**Routing congestion map**

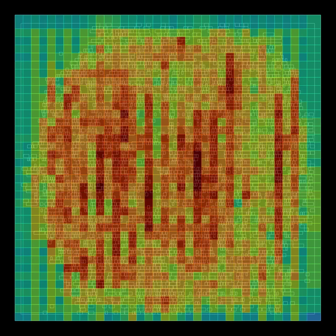
**Met3 routing**

Scale bar: 100 µm.
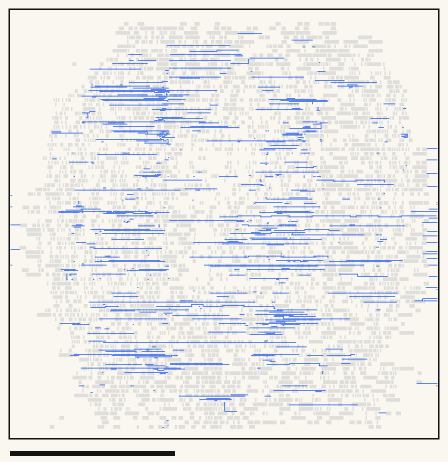
**Close-up of the layout**

Scale bar: 10 µm. Window x 175 to 215, y 45 to 85 µm. Cells in gray, sequential cells in the stronger gray; small squares are vias.
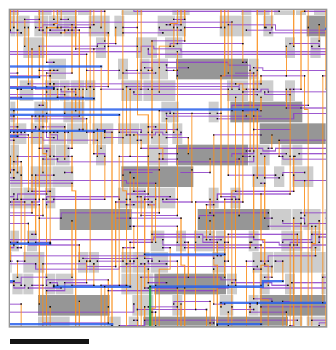
--- config.mk ---
export PLATFORM = sky130hd
export DESIGN_NAME = alu_seq_unit
export DESIGN_NICKNAME = d
export VERILOG_FILES = /design/src/rtl/alu_pkg.sv /design/src/rtl/alu_seq_decode.sv /design/src/rtl/alu_seq_unit.sv
export SDC_FILE = /design/constraint.sdc
export NUM_CORES = 1
export LEC_CHECK = 0
export ABC_AREA = 1
export CAP_MARGIN = 15
export CORE_MARGIN = 5
export CORE_UTILIZATION = 30
export CTS_CLUSTER_SIZE = 30
export DETAILED_ROUTE_END_ITERATION = 10
export PLACE_DENSITY = 0.5
export SYNTH_ARGS = -nofsm -noshare
export SYNTH_HDL_FRONTEND = slang
export SYNTH_HIERARCHICAL = 1
export SYNTH_SLANG_ARGS = --single-unit
export TNS_END_PERCENT = 1
--- constraint.sdc ---
create_clock -name clk -period 3.2 [get_ports clk]
set_clock_uncertainty 0.15 [all_clocks]
set_input_delay 0.8 -clock clk [delete_from_list [all_inputs] [get_ports clk]]
set_output_delay 0.8 -clock clk [all_outputs]
set_load 0.005 [all_outputs]
--- src/rtl/alu_pkg.sv ---
// Shared types for the sequential ALU execute unit.
package alu_pkg;

   // Values 0-8 match the older 4-bit ALU control encoding.
   typedef enum logic [3:0] {
      ALU_ADD  = 4'd0,
      ALU_SUB  = 4'd1,
      ALU_SLL  = 4'd2,
      ALU_SLT  = 4'd3,
      ALU_XOR  = 4'd4,
      ALU_SRL  = 4'd5,
      ALU_OR   = 4'd6,
      ALU_AND  = 4'd7,
      ALU_NDEF = 4'd8,
      ALU_SLTU = 4'd9,
      ALU_SRA  = 4'd10,
      ALU_MUL  = 4'd11
   } alu_type_e;

   typedef enum logic {
      ST_IDLE = 1'b0,
      ST_MUL  = 1'b1
   } state_e;

   localparam logic [6:0] F7_ALT = 7'b0100000;
   localparam logic [6:0] F7_MUL = 7'b0000001;

endpackage

--- src/rtl/alu_seq_decode.sv ---
// Combinational decode of funct7/funct3/alu_op into an ALU operation.
module alu_seq_decode
   import alu_pkg::*;
#(
   parameter bit MUL_EN = 1'b1
) (
   input  logic [6:0] funct7,
   input  logic [2:0] funct3,
   input  logic [1:0] alu_op,
   output alu_type_e  alu_type
);

   // Unlisted funct7 on 000/101 falls back to ADD/SRL for compatibility.
   always_comb begin
      alu_type = ALU_NDEF;
      case (alu_op)
         2'b01: alu_type = ALU_ADD;
         2'b10: alu_type = ALU_XOR;
         2'b11: alu_type = ALU_NDEF;
         default: begin
            case (funct3)
               3'b000: begin
                  if (funct7 == F7_ALT)
                     alu_type = ALU_SUB;
                  else if (funct7 == F7_MUL)
                     alu_type = MUL_EN ? ALU_MUL : ALU_NDEF;
                  else
                     alu_type = ALU_ADD;
               end
               3'b001: alu_type = ALU_SLL;
               3'b010: alu_type = ALU_SLT;
               3'b011: alu_type = ALU_SLTU;
               3'b100: alu_type = ALU_XOR;
               3'b101: alu_type = (funct7 == F7_ALT) ? ALU_SRA : ALU_SRL;
               3'b110: alu_type = ALU_OR;
               default: alu_type = ALU_AND;
            endcase
         end
      endcase
   end

endmodule

--- src/rtl/alu_seq_unit.sv ---
// Execute unit: single-cycle ALU plus iterative shift-add multiplier,
// with valid/ready handshakes on input and output.
//
// state   | meaning
// --------+---------------------------------------------------------
// ST_IDLE | ready for a new op (when output slot free or draining)
// ST_MUL  | multiplier iterating, one multiplier bit per cycle
module alu_seq_unit
   import alu_pkg::*;
#(
   parameter int XLEN   = 32,
   parameter bit MUL_EN = 1'b1
) (
   input  logic            clk,
   input  logic            rst_n,
   input  logic            in_valid,
   output logic            in_ready,
   input  logic [6:0]      funct7,
   input  logic [2:0]      funct3,
   input  logic [1:0]      alu_op,
   input  logic [XLEN-1:0] op_a,
   input  logic [XLEN-1:0] op_b,
   output logic            out_valid,
   input  logic            out_ready,
   output logic [XLEN-1:0] result,
   output logic            zero,
   output logic            illegal
);

   localparam int SHW = $clog2(XLEN);

   alu_type_e       alu_type;
   state_e          state;
   logic [XLEN-1:0] alu_res;
   logic [XLEN-1:0] mcand;
   logic [XLEN-1:0] mplier;
   logic [XLEN-1:0] acc;
   logic [XLEN-1:0] mul_step;
   logic [SHW-1:0]  count;
   logic [SHW-1:0]  shamt;
   logic            accept;

   alu_seq_decode #(.MUL_EN(MUL_EN)) u_decode (
      .funct7   (funct7),
      .funct3   (funct3),
      .alu_op   (alu_op),
      .alu_type (alu_type)
   );

   assign shamt    = op_b[SHW-1:0];
   assign in_ready = (state == ST_IDLE) && (!out_valid || out_ready);
   assign accept   = in_valid && in_ready;
   assign mul_step = acc + (mplier[0] ? mcand : '0);

   // Single-cycle datapath; NDEF (and MUL, handled by the FSM) yield 0.
   always_comb begin
      alu_res = '0;
      case (alu_type)
         ALU_ADD:  alu_res = op_a + op_b;
         ALU_SUB:  alu_res = op_a - op_b;
         ALU_SLL:  alu_res = op_a << shamt;
         ALU_SLT:  alu_res = {{(XLEN-1){1'b0}}, ($signed(op_a) < $signed(op_b))};
         ALU_SLTU: alu_res = {{(XLEN-1){1'b0}}, (op_a < op_b)};
         ALU_XOR:  alu_res = op_a ^ op_b;
         ALU_SRL:  alu_res = op_a >> shamt;
         ALU_SRA:  alu_res = $unsigned($signed(op_a) >>> shamt);
         ALU_OR:   alu_res = op_a | op_b;
         ALU_AND:  alu_res = op_a & op_b;
         default:  alu_res = '0;
      endcase
   end

   // Handshake, output register and multiplier FSM. Bit 0 of the multiplier
   // is folded in at accept so the result appears XLEN cycles after accept.
   always_ff @(posedge clk or negedge rst_n) begin
      if (!rst_n) begin
         state     <= ST_IDLE;
         out_valid <= 1'b0;
         result    <= '0;
         zero      <= 1'b1;
         illegal   <= 1'b0;
         mcand     <= '0;
         mplier    <= '0;
         acc       <= '0;
         count     <= '0;
      end else begin
         case (state)
            ST_IDLE: begin
               if (accept) begin
                  if (alu_type == ALU_MUL) begin
                     state     <= ST_MUL;
                     out_valid <= 1'b0;
                     acc       <= op_b[0] ? op_a : '0;
                     mcand     <= op_a << 1;
                     mplier    <= op_b >> 1;
                     count     <= SHW'(1);
                  end else begin
                     out_valid <= 1'b1;
                     result    <= alu_res;
                     zero      <= (alu_res == '0);
                     illegal   <= (alu_type == ALU_NDEF);
                  end
               end else if (out_valid && out_ready) begin
                  out_valid <= 1'b0;
               end
            end
            default: begin
               acc    <= mul_step;
               mcand  <= mcand << 1;
               mplier <= mplier >> 1;
               count  <= count + 1'b1;
               if (count == SHW'(XLEN-1)) begin
                  state     <= ST_IDLE;
                  out_valid <= 1'b1;
                  result    <= mul_step;
                  zero      <= (mul_step == '0);
                  illegal   <= 1'b0;
               end
            end
         endcase
      end
   end

endmodule
==> qor_table.md <==
| Quantity | Reported | Unit |
| --- | --- | --- |
| Status | complete, but fails checks | - |
| Violated checks | setup timing | - |
| End of the critical path | zero | - |
| Sequential power share | 21.0 | % |
| Slew Limit Fails | 0 | - |
| PnR worst setup slack | -0.1236 | ns |
| Cell at the root of the clock tree | sky130_fd_sc_hd__clkbuf_16 | - |
| Power share of the combinational group | 61.2 | % |
| Wire length on met1 | 41860 | µm |
| Final setup violation count | 70 | - |
| Maximum number of pins on one net before global-route repair | 66 | - |
| Endpoint of the lowest-slack register-to-register path | zero | - |
| Multi-input gates | 2583 | - |
| Dominant comb cell | simple AND/OR/NAND/NOR gates | - |
| Cell with the largest stage delay on the worst path | sky130_fd_sc_hd__nor3_2 | - |
| Synth area leader | sky130_fd_sc_hd__nand2_1 | - |
| Initial drt markers | 2114 | - |
| Number of global-route vias before repair | 23773 | - |
| Crit path from | funct7[1] | - |
| Worst Hold Class | input port to asynchronous set/reset pin | - |
| CTS buffer count | 17 | - |
| Synthesized-area fraction occupied by xor and xnor cells | 1.167 | % |
| Cell area after layout | 28900 | µm² |
| Standard cell core area | 61830 | µm² |
| Length of the first detailed-routing pass in iterations | 6 | - |
| Chip height | 260.0 | µm |
| Internal power of the cells | 0.006624 | W |
| Reported clock group power | 0.00211 | W |
| Count of library flops with an enable pin | 0 | - |
| Cell family contributing the most delay on the critical path | simple AND/OR/NAND/NOR gates | - |
| Post-synth area from yosys stat | 18760 | µm² |
| Sequential share of the synthesized area | 18.02 | % |
| Clock power frac | 17.7 | % |
Back to the opening pictures, 'routing congestion map':
end-of-flow core utilization: 46.74%
WL per Instance: 20.12 µm

Back to the opening pictures, 'met3 routing':
wire length on this layer = 6360 µm
main direction = horizontal
nets with wire on the layer = 346
longest straight run = 117 µm
share of all routed wire = 6.4%

Back to the opening pictures, 'close-up of the layout':
M3 -> blue
M4 -> green
M2 -> orange
M1 -> purple
sequential cells in the window = 10
most frequent = nand2_1 (36), nand3_1 (15), buf_4 (14)
netlist names of flops here include = mcand (6), acc (4)
cells with their middle in the window = 110

No activity file was given, so power comes from the tool's default toggle rates.
